<file path="src/rtl/usb_tx_arbiter_if.sv">
`default_nettype none
// ============================================================================
// Module      : usb_tx_arbiter_if
// Description : Bundle of AXI-Stream requester inputs, the single AXI-Stream
//               output toward the FT60x 245-FIFO driver, and the arbiter's
//               status outputs.
//   Ports (signals):
//     s_axis_tdata/tkeep/tlast/tvalid  per-channel requester beats
//     s_axis_tready                    per-channel ready (arbiter driven)
//     m_axis_tdata/tkeep/tstrb/tlast/tvalid  forwarded beat (arbiter driven)
//     m_axis_tready                    driver ready
//     grant_id, busy                   arbiter status
//   Modports:
//     master : environment view (requesters + driver)
//     slave  : arbiter view
// Revision    : 1.0 - initial release
// ============================================================================
interface usb_tx_arbiter_if #(
    parameter int TDATA_WIDTH = 32,
    parameter int NUM_CH      = 4
);
    localparam int KEEP_W = TDATA_WIDTH / 8;
    localparam int ID_W   = $clog2(NUM_CH);

    logic [NUM_CH*TDATA_WIDTH-1:0] s_axis_tdata;
    logic [NUM_CH*KEEP_W-1:0]      s_axis_tkeep;
    logic [NUM_CH-1:0]             s_axis_tlast;
    logic [NUM_CH-1:0]             s_axis_tvalid;
    logic [NUM_CH-1:0]             s_axis_tready;

    logic [TDATA_WIDTH-1:0]        m_axis_tdata;
    logic [KEEP_W-1:0]             m_axis_tkeep;
    logic [KEEP_W-1:0]             m_axis_tstrb;
    logic                          m_axis_tlast;
    logic                          m_axis_tvalid;
    logic                          m_axis_tready;

    logic [ID_W-1:0]               grant_id;
    logic                          busy;

    modport master (
        output s_axis_tdata, s_axis_tkeep, s_axis_tlast, s_axis_tvalid,
        output m_axis_tready,
        input  s_axis_tready,
        input  m_axis_tdata, m_axis_tkeep, m_axis_tstrb, m_axis_tlast, m_axis_tvalid,
        input  grant_id, busy
    );

    modport slave (
        input  s_axis_tdata, s_axis_tkeep, s_axis_tlast, s_axis_tvalid,
        input  m_axis_tready,
        output s_axis_tready,
        output m_axis_tdata, m_axis_tkeep, m_axis_tstrb, m_axis_tlast, m_axis_tvalid,
        output grant_id, busy
    );
endinterface
`default_nettype wire

</file>
<file path="src/rtl/usb_tx_arbiter.sv">
`default_nettype none
// ============================================================================
// Module      : usb_tx_arbiter
// Description : Round-robin, packet-atomic arbiter sharing the FT60x driver's
//               single TX AXI-Stream input among NUM_CH requesters. A grant
//               forwards beats until source tlast or MAX_BEATS beats (forced
//               tlast). Output stage is a registered AXI-Stream slice.
//   Ports:
//     usb_clk     FT60x clock
//     rst_usbclk  asynchronous active-high reset
//     bus         usb_tx_arbiter_if.slave (requesters, driver side, status)
//   Optional feature macro: USB_TX_ARB_HDR_EN
//     When defined, every grant emits one header beat
//     {8'hA5, zeros, grant_id} (tkeep all ones, tlast 0) before its data.
// Revision    : 1.0 - initial release
// ============================================================================
module usb_tx_arbiter #(
    parameter int TDATA_WIDTH = 32,
    parameter int NUM_CH      = 4,
    parameter int MAX_BEATS   = 256
) (
    input  wire logic       usb_clk,
    input  wire logic       rst_usbclk,
    usb_tx_arbiter_if.slave bus
);
    localparam int KEEP_W = TDATA_WIDTH / 8;
    localparam int ID_W   = $clog2(NUM_CH);
    localparam int CNT_W  = $clog2(MAX_BEATS);
    localparam logic [CNT_W-1:0] CNT_LAST = CNT_W'(MAX_BEATS - 1);
    localparam logic [ID_W-1:0]  RR_INIT  = ID_W'(NUM_CH - 1);

    typedef enum logic [1:0] {
        S_IDLE = 2'd0,
        S_XFER = 2'd1
`ifdef USB_TX_ARB_HDR_EN
        ,
        S_HDR  = 2'd2
`endif
    } state_t;

    state_t                 state_q;
    logic [ID_W-1:0]        rr_ptr_q;
    logic [ID_W-1:0]        grant_q;
    logic [CNT_W-1:0]       beat_cnt_q;
    logic [TDATA_WIDTH-1:0] m_tdata_q;
    logic [KEEP_W-1:0]      m_tkeep_q;
    logic                   m_tlast_q;
    logic                   m_tvalid_q;

    logic                   load_ok;
    logic                   pick_found;
    logic [ID_W-1:0]        grant_d;
    logic [TDATA_WIDTH-1:0] sel_data;
    logic [KEEP_W-1:0]      sel_keep;
    logic                   sel_last;
    logic                   sel_valid;
    logic                   accept;
    logic                   cap_hit;

    // The output slice can take a new beat when empty or draining this cycle.
    assign load_ok = !m_tvalid_q || bus.m_axis_tready;

    // First valid channel after rr_ptr, wrapping; the last winner is searched last.
    always_comb begin
        pick_found = 1'b0;
        grant_d    = '0;
        for (int k = 1; k <= NUM_CH; k++) begin
            if (!pick_found && bus.s_axis_tvalid[(int'(rr_ptr_q) + k) % NUM_CH]) begin
                pick_found = 1'b1;
                grant_d    = ID_W'((int'(rr_ptr_q) + k) % NUM_CH);
            end
        end
    end

    assign sel_data  = bus.s_axis_tdata[grant_q*TDATA_WIDTH +: TDATA_WIDTH];
    assign sel_keep  = bus.s_axis_tkeep[grant_q*KEEP_W +: KEEP_W];
    assign sel_last  = bus.s_axis_tlast[grant_q];
    assign sel_valid = bus.s_axis_tvalid[grant_q];
    assign accept    = (state_q == S_XFER) && sel_valid && load_ok;
    // Compared before increment, so beat_cnt never has to hold MAX_BEATS.
    assign cap_hit   = (beat_cnt_q == CNT_LAST);

    // Only the granted channel sees ready, and only while the slice can load.
    always_comb begin
        bus.s_axis_tready = '0;
        if (state_q == S_XFER) begin
            bus.s_axis_tready[grant_q] = load_ok;
        end
    end

`ifdef USB_TX_ARB_HDR_EN
    logic [TDATA_WIDTH-1:0] hdr_data;
    logic                   hdr_load;

    always_comb begin
        hdr_data                      = '0;
        hdr_data[TDATA_WIDTH-1 -: 8]  = 8'hA5;
        hdr_data[ID_W-1:0]            = grant_q;
    end

    assign hdr_load = (state_q == S_HDR) && load_ok;
`endif

    always_ff @(posedge usb_clk or posedge rst_usbclk) begin
        if (rst_usbclk) begin
            state_q    <= S_IDLE;
            rr_ptr_q   <= RR_INIT;
            grant_q    <= '0;
            beat_cnt_q <= '0;
            m_tdata_q  <= '0;
            m_tkeep_q  <= '0;
            m_tlast_q  <= 1'b0;
            m_tvalid_q <= 1'b0;
        end else begin
            // Output slice: load a source (or header) beat, else drain.
            if (accept) begin
                m_tdata_q  <= sel_data;
                m_tkeep_q  <= sel_keep;
                m_tlast_q  <= sel_last || cap_hit;
                m_tvalid_q <= 1'b1;
            end
`ifdef USB_TX_ARB_HDR_EN
            else if (hdr_load) begin
                m_tdata_q  <= hdr_data;
                m_tkeep_q  <= '1;
                m_tlast_q  <= 1'b0;
                m_tvalid_q <= 1'b1;
            end
`endif
            else if (bus.m_axis_tready) begin
                m_tvalid_q <= 1'b0;
            end

            case (state_q)
                S_IDLE: begin
                    // Arbitration may overlap the last beat still in the slice.
                    if (pick_found) begin
                        grant_q    <= grant_d;
                        rr_ptr_q   <= grant_d;
                        beat_cnt_q <= '0;
`ifdef USB_TX_ARB_HDR_EN
                        state_q    <= S_HDR;
`else
                        state_q    <= S_XFER;
`endif
                    end
                end
`ifdef USB_TX_ARB_HDR_EN
                S_HDR: begin
                    if (load_ok) begin
                        state_q <= S_XFER;
                    end
                end
`endif
                S_XFER: begin
                    // A stalled source keeps the grant indefinitely.
                    if (accept) begin
                        beat_cnt_q <= beat_cnt_q + 1'b1;
                        if (sel_last || cap_hit) begin
                            state_q <= S_IDLE;
                        end
                    end
                end
                default: state_q <= S_IDLE;
            endcase
        end
    end

    assign bus.m_axis_tdata  = m_tdata_q;
    assign bus.m_axis_tkeep  = m_tkeep_q;
    assign bus.m_axis_tstrb  = m_tkeep_q;
    assign bus.m_axis_tlast  = m_tlast_q;
    assign bus.m_axis_tvalid = m_tvalid_q;
    assign bus.grant_id      = grant_q;
    assign bus.busy          = (state_q != S_IDLE);

endmodule
`default_nettype wire

</file>
<file path="src/flat_wrapper.sv">
// flat-port wrapper written by rule: the top's interface ports become plain ports
module usb_tx_arbiter_flat 
#(
    parameter int TDATA_WIDTH = 32,
    parameter int NUM_CH      = 4,
    parameter int MAX_BEATS   = 256
)
  (usb_clk, rst_usbclk, bus_s_axis_tdata, bus_s_axis_tkeep, bus_s_axis_tlast, bus_s_axis_tvalid, bus_m_axis_tready, bus_s_axis_tready, bus_m_axis_tdata, bus_m_axis_tkeep, bus_m_axis_tstrb, bus_m_axis_tlast, bus_m_axis_tvalid, bus_grant_id, bus_busy);
  usb_tx_arbiter_if #(.TDATA_WIDTH(TDATA_WIDTH), .NUM_CH(NUM_CH)) bus_i ();
  input  wire logic usb_clk;
  input  wire logic rst_usbclk;
  input wire logic [$bits(bus_i.s_axis_tdata)-1:0] bus_s_axis_tdata;
  input wire logic [$bits(bus_i.s_axis_tkeep)-1:0] bus_s_axis_tkeep;
  input wire logic [$bits(bus_i.s_axis_tlast)-1:0] bus_s_axis_tlast;
  input wire logic [$bits(bus_i.s_axis_tvalid)-1:0] bus_s_axis_tvalid;
  input wire logic [$bits(bus_i.m_axis_tready)-1:0] bus_m_axis_tready;
  output wire logic [$bits(bus_i.s_axis_tready)-1:0] bus_s_axis_tready;
  output wire logic [$bits(bus_i.m_axis_tdata)-1:0] bus_m_axis_tdata;
  output wire logic [$bits(bus_i.m_axis_tkeep)-1:0] bus_m_axis_tkeep;
  output wire logic [$bits(bus_i.m_axis_tstrb)-1:0] bus_m_axis_tstrb;
  output wire logic [$bits(bus_i.m_axis_tlast)-1:0] bus_m_axis_tlast;
  output wire logic [$bits(bus_i.m_axis_tvalid)-1:0] bus_m_axis_tvalid;
  output wire logic [$bits(bus_i.grant_id)-1:0] bus_grant_id;
  output wire logic [$bits(bus_i.busy)-1:0] bus_busy;
  assign bus_i.s_axis_tdata = bus_s_axis_tdata;
  assign bus_i.s_axis_tkeep = bus_s_axis_tkeep;
  assign bus_i.s_axis_tlast = bus_s_axis_tlast;
  assign bus_i.s_axis_tvalid = bus_s_axis_tvalid;
  assign bus_i.m_axis_tready = bus_m_axis_tready;
  assign bus_s_axis_tready = bus_i.s_axis_tready;
  assign bus_m_axis_tdata = bus_i.m_axis_tdata;
  assign bus_m_axis_tkeep = bus_i.m_axis_tkeep;
  assign bus_m_axis_tstrb = bus_i.m_axis_tstrb;
  assign bus_m_axis_tlast = bus_i.m_axis_tlast;
  assign bus_m_axis_tvalid = bus_i.m_axis_tvalid;
  assign bus_grant_id = bus_i.grant_id;
  assign bus_busy = bus_i.busy;
  usb_tx_arbiter #(.TDATA_WIDTH(TDATA_WIDTH), .NUM_CH(NUM_CH), .MAX_BEATS(MAX_BEATS)) u_core (.usb_clk(usb_clk), .rst_usbclk(rst_usbclk), .bus(bus_i));
endmodule
</file>
<file path="config.mk">
export PLATFORM = sky130hd
export DESIGN_NAME = usb_tx_arbiter_flat
export DESIGN_NICKNAME = d
export VERILOG_FILES = /design/src/rtl/usb_tx_arbiter_if.sv /design/src/rtl/usb_tx_arbiter.sv /design/src/flat_wrapper.sv
export SDC_FILE = /design/constraint.sdc
export NUM_CORES = 1
export LEC_CHECK = 0
export ABC_AREA = 1
export CAP_MARGIN = 20
export CORE_MARGIN = 8
export CORE_UTILIZATION = 35
export CTS_BUF_LIST = sky130_fd_sc_hd__clkbuf_2 sky130_fd_sc_hd__clkbuf_4 sky130_fd_sc_hd__clkbuf_8
export DETAILED_ROUTE_END_ITERATION = 8
export PLACE_DENSITY_LB_ADDON = 0.2
export SKIP_LAST_GASP = 1
export SYNTH_ARGS = -nofsm -noshare
export SYNTH_HDL_FRONTEND = slang
export SYNTH_SLANG_ARGS = --single-unit
</file>
<file path="constraint.sdc">
create_clock -name usb_clk -period 1.7 [get_ports usb_clk]
set_input_delay 0.51 -clock usb_clk [delete_from_list [all_inputs] [get_ports usb_clk]]
set_output_delay 0.51 -clock usb_clk [all_outputs]
set_load 0.01 [all_outputs]
</file>
Figure 1. Pin placement (run 1).
(4 px per um) Pins as bars across the die edge, other pins in gray.
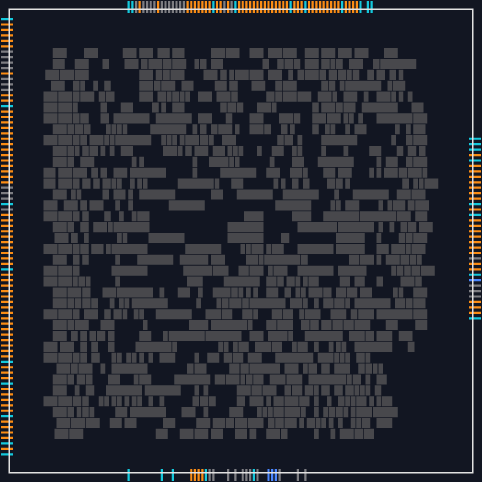
- orange: bus_s_axis_tdata (pins 128; direction input; edge 61 left, 42 top, 21 right, 4 bottom)
- cyan: bus_m_axis_tdata (pins 32; direction output; edge 10 top, 9 left, 8 right, 5 bottom)
- blue: bus_s_axis_tready (pins 4; direction output; edge 3 bottom, 1 right)

Figure 2. Cell outlines without signal wires (run 1).
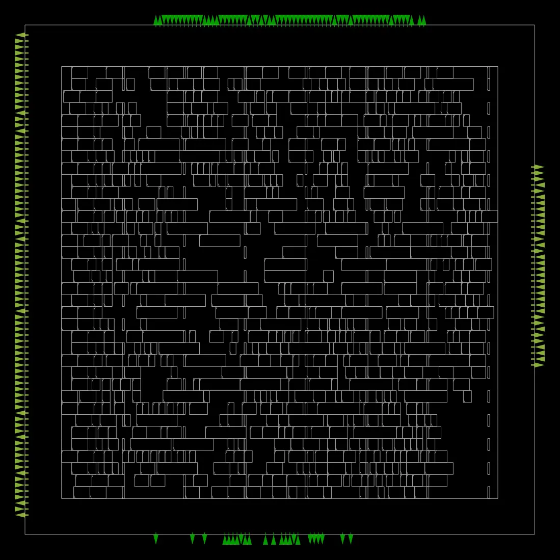
Core Area: 0.009684 mm^2
Seq Cell Count: 51
final non-filler cell total: 869
Rows: 36
fin util: 63.28%

Figure 3. Routed metal, one color a layer (run 1).
(2 px per um) Only two layers are drawn.
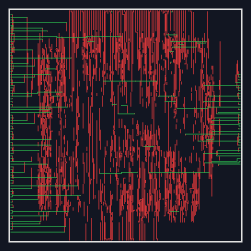
- red: M2 (wire length 7350 um)
- green: M3 (wire length 1230 um)

Figure 4. Metal 2 (run 1).
(4 px per um)
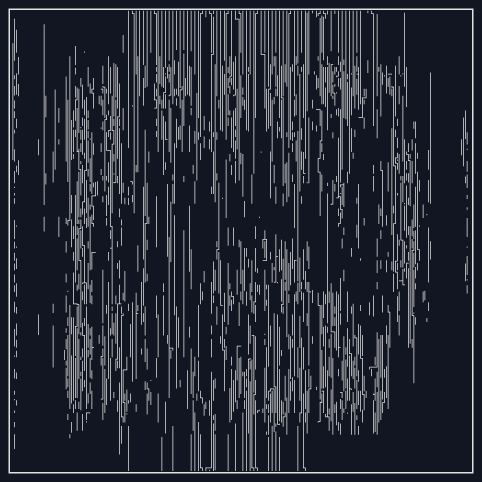
- longest straight run: 49.8 um
- nets with wire on the layer: 734
- share of all routed wire: 51%
- main direction: vertical

==> flow_metrics.tcl, run 1 <==
# yosys + openroad results
set metrics [dict create \
    outcome "complete, but fails checks" \
    violations "negative setup slack" \
    sh_seq_area_pct 20.91 \
    slew_headroom_pct 71.78 \
    dpl_cell_area_mm2 0.005744 \
    clkSinkCount 51 \
    synth_async_sr_flop_share_pct 100.0 \
    first_iter_violations 198 \
    lay_top_count "nand2_1" \
    p_clk_uw 746 \
    syn_area_mm2 0.003465 \
    tns_ps -729.6 \
    powerDensity_mw_per_mm2 1582 \
    worst_r2r_endpoint "u_core.bus.m_axis_tkeep[2]" \
    mux_area_share_pct 0 \
    setup_viol 33 \
    largest_reg_flops 32 \
    fp_nets 675 \
    vias 4390 \
    postSynthSeqShare_pct 36.91 \
    grt.overflow.total 0 \
    worstPathArrival_ps 1310 \
    final-clk-cell-share_pct 1.552 \
    critPathKind "flop to output pin" \
    comb_area_mm2 0.002017 \
    synthFlopType "dfrtp_1" \
    cts_resized 84 \
    hp-start "u_core.bus.m_axis_tdata[22]" \
    routed.top_layer "met4" \
    pwr-share-comb_pct 70.9 \
    seq_area_mm2 0.001281 \
    chip_area_mm2 0.01334 \
    postSynthCellCount 519 \
    clock_buffers 5 \
    post-place-ws_ps -868.3 \
    period_used_pct 107.1 \
    wl_met1_mm 5.781 \
    fp.dieH_um 115.5 \
    grt_pass1_wl_mm 21.42 \
    r2r-start "u_core.bus.grant_id[0]" \
    tap_cells 133 \
    setup_slack_ps -121.3 \
]
Figure 5. Wires at chosen ports, followed through buffers (run 1).
(2 px per um)
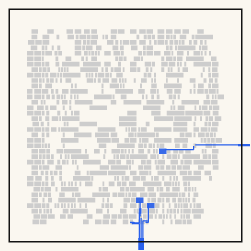

==> run 1 -> run 2 <==
Settings changed: CORE_MARGIN 8 to 3, HOLD_SLACK_MARGIN set to 0.03.
Figure 6. Wires at chosen ports, followed through buffers (run 2).
(2 px per um)
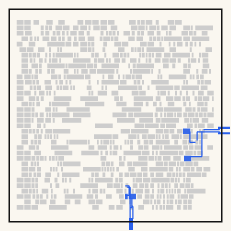
- blue: bus_s_axis_tready (bits 4; direction output; edge 2 right, 2 bottom; end cells 4; buffers 4; wire 92.7 um)
Port Buffers: 203
io pins: 204

==> run 2 against run 1 <==
The flow still finishes with violations (negative setup slack). Largest cell class unchanged. Critical path type unchanged. Combinational power up about 10%. Via count up 2.5%. Worst hold slack better by 1.2 ps. Critical endpoint is now bus_s_axis_tready[1]. Critical path depth down 2. Routed wire length down 2.9%. Largest power group unchanged.
==> flow_metrics.tcl, run 2 <==
# yosys + openroad results
set metrics [dict create \
    fp.dieH_um 105.5 \
    outcome "complete, but fails checks" \
    setup_viol 43 \
    rows 35 \
    setup_slack_ps -111.9 \
    postSynthCellCount 519 \
    pwr-share-comb_pct 73.0 \
    largest_reg_flops 32 \
    cts_resized 93 \
    clkSinkCount 51 \
    wl_met1_mm 5.704 \
    synth_async_sr_flop_share_pct 100.0 \
    powerDensity_mw_per_mm2 1653 \
    postSynthSeqShare_pct 36.91 \
    syn_area_mm2 0.003465 \
    critPathKind "flop to output pin" \
    grt_pass1_wl_mm 22.36 \
    tap_cells 129 \
    comb_area_mm2 0.002012 \
    first_iter_violations 237 \
    ff_count 51 \
    synthFlopType "dfrtp_1" \
    violations "negative setup slack" \
    fp_nets 675 \
    routed.top_layer "met4" \
    final_layout_size_suffix_gt1_share_pct 16.38 \
    period_used_pct 106.6 \
    clock_buffers 6 \
    worst_r2r_endpoint "u_core.bus.m_axis_tdata[1]" \
    worstPathArrival_ps 1300 \
    tns_ps -2025 \
    hp-start "u_core.bus.m_axis_tdata[13]" \
    grt.overflow.total 0 \
    layout.core_utilization_pct 66.78 \
    sh_seq_area_pct 20.38 \
    dpl_cell_area_mm2 0.005717 \
    lay_top_count "nand2_1" \
    final-clk-cell-share_pct 1.393 \
    r2r-start "u_core.bus.grant_id[1]" \
    seq_area_mm2 0.001281 \
    stdcell_count 874 \
    p_clk_uw 728 \
]
Figure 7. Metal 2 (run 2).
(4 px per um)
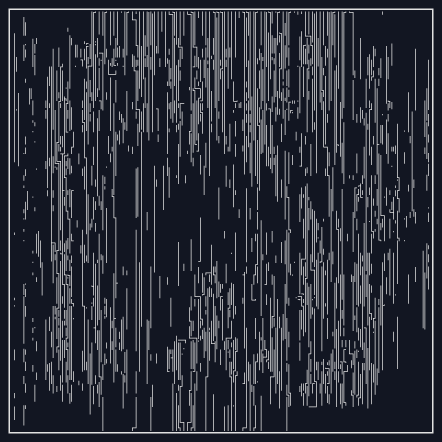
- nets with wire on the layer: 737
- share of all routed wire: 50%
- main direction: vertical
WL final: 14.08 mm
routed vias: 4498

No activity file was given, so power comes from the tool's default toggle rates.
